Design serial_alu_sequencer_flat, sky130hd; sources not shown.
**Placement by cell class**

The bar under the picture is 20 µm long.
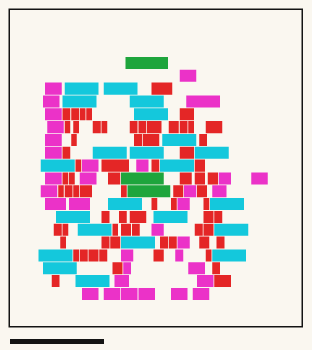
class	colour	cells	share of their area
other buffers and delay cells	magenta	34	26%
combinational and other logic	red	72	33%
clock drivers	green	3	6.0%
flops	cyan	22	35%
design area: 1290 µm²
# rows: 20
final design utilization: 46.1%

**Congestion heat map**

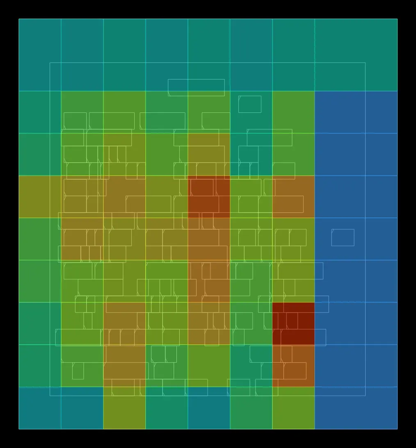
met1 usage: 14.8%
GRT busiest layer: met2
met3 usage: 4.07%
GR Util met2: 19.6%
Avg WL per Cell: 13.1 µm

**Nets reached from selected ports**

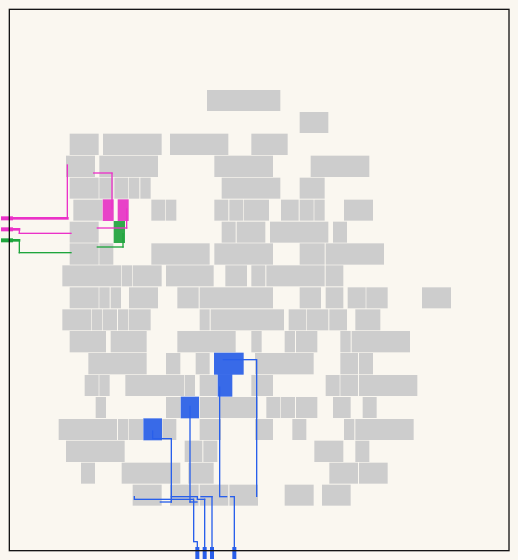
port	colour	bits	direction	end cells	buffers	wire
`bus_op_m`	green	1	input	1	1	13.6 µm
`bus_op_s`	magenta	2	input	2	2	33.7 µm
`bus_b_in`	blue	4	input	4	4	100 µm
# port buffers: 26
Boundary Pins: 27

**Signal metal coverage by tile**

The bar under the picture is 20 µm long. The die is cut into 12 by 13 equal tiles; dark purple is low, yellow is high, scaled to the fullest tile. Values are wire area over tile area, all layers added.
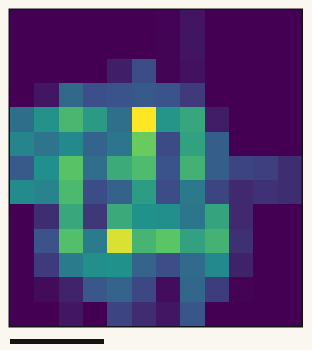
fullest tile	0.39
emptiest ninth of the die	top right
densest ninth of the die	middle
mean over tiles	0.083
gr usage total: 12.2%
via count: 805
Post-Route WL: 2150 µm

**Drive-strength map**

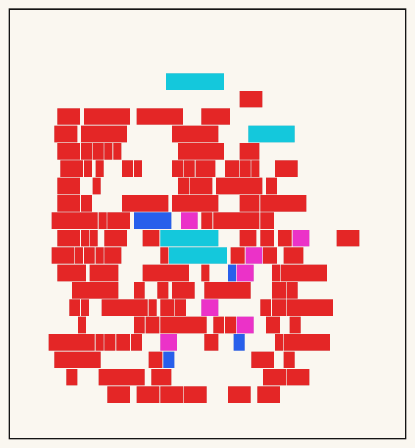
size	colour	cells	share
_6 and larger	cyan	4	3.1%
_2 cells	blue	4	3.1%
_0 and _1 cells	red	116	89%
_3 and _4 cells	magenta	7	5.3%
Area growth, synth to finish: 45.8%
Signal buffers: 34
PnR worst setup slack: 0.0582 ns

==> impl_metrics.toml <==
# implementation run metrics
[global_route]
grt_max_degree = 19

[floorplanning]
die_w_um = 61.8
coreArea_um2 = 2800

[worst_setup_path]
cp_num_buf_inv = 1
cp_data_arrival_time_ns = 1.23
critPathKind = "flip-flop to output pin"
cp_cell_sequence = "clkdlybuf4s50_1"
crit_fanout = 4
critPathCaptureType = "output pin"
start_kind = "flip-flop"
worstSetupPathDepth = 1

[logic_synthesis]
synth.most_common_cell = "dfxtp_1"
synthTopCellsByArea = "dfxtp_1 (50%), nor3_1 (7.9%), nand2_1 (7.6%), a21oi_1 (4.5%), mux2i_1 (4.5%)"
synthFlopType = "dfxtp_1"
post_synth_instance_area_um2 = 886
syn-instance-count = 101
yosys-stat-area_um2 = 886
top_cells_by_count = "dfxtp_1 (22), nand2_1 (18), nor3_1 (14)"

[hold_path]
worstHoldPathCells = 2
min_path_type = "flip-flop to flip-flop"

[detailed_routing]
first_pass_iters = 4
viasPerCell = 4.91

[final_timing]
rsz0062_at_grt = "false"
fin_tns_setup_ns = 0
slew_headroom_pct = 70.2
max_freq_ghz = 0.574

[pwr]
p_switching_w = 0.000264
p_seq_share_pct = 45.5
swShare_pct = 22.7

[flow_run]
max-cap-violations = 0

[cts]
cts_root_buffer = "clkbuf_16"
cts_tree = "built"
cts_setup_buffers = 0

[run_status]
status = "finished, final reports clean"

[finish]
fin_nets = 149
final_cell_mix = "dfxtp_1 (22), clkdlybuf4s50_1 (20), nand2_1 (18)"
-- kinds of logic (layout without fill, tap and decap cells) --
kind of cell	after synthesis	in the layout	share of synthesized area, %
simple gates	45	45	24.9
buf+inv	9	39	4.94
flops	22	22	49.7
compound gates	18	18	12.6
mux	4	4	4.52
xor+xnor	2	2	1.98
fa+ha+maj	1	1	1.41
-- per-stage QoR --
stage | setup WS (ns) | std cells | hold slack, ns
after floorplan | 0.203 | 101 | 0.298
after global placement | 0.0162 | 161 | 0.296
after detailed placement | 0.00261 | 161 | 0.305
after CTS | 0.00131 | 164 | 0.310
after global routing | 0.0210 | 164 | 0.336
final | 0.0582 | 164 | 0.306
-- power by group through the flow --
stage | Sequential [W] | Clock [W] | Combinational, W
floorplan | 0.000543 | 0 | 0.0000900
global placement | 0.000538 | 0 | 0.000181
detailed placement | 0.000538 | 0 | 0.000183
CTS | 0.000528 | 0.000462 | 0.000182
global route | 0.000531 | 0.000489 | 0.000198
finish | 0.000528 | 0.000454 | 0.000179
-- layout make-up --
cell class,count,area (µm²)
clock buffers,3,75.1
fillers,285,1510
inverters,2,7.51
well taps,33,41.3
repair buffers,34,325
flip-flops and latches,22,440
multi-input cells,70,402
-- layer usage --
layer,global-route usage (%),wire length (µm),vias up
li1,-,-,410
met1,14.8,921,369
met2,19.6,1050,24
met3,4.07,152,2
met4,4.24,24,0
met5,0,0,-
-- what timing repair did --
action	CTS	global route
endpoints found under the hold margin	0	0
hold buffers	0	0
setup endpoints to repair	4	4
resized	4	6
gates cloned	0	0
No activity file was given, so power comes from the tool's default toggle rates.
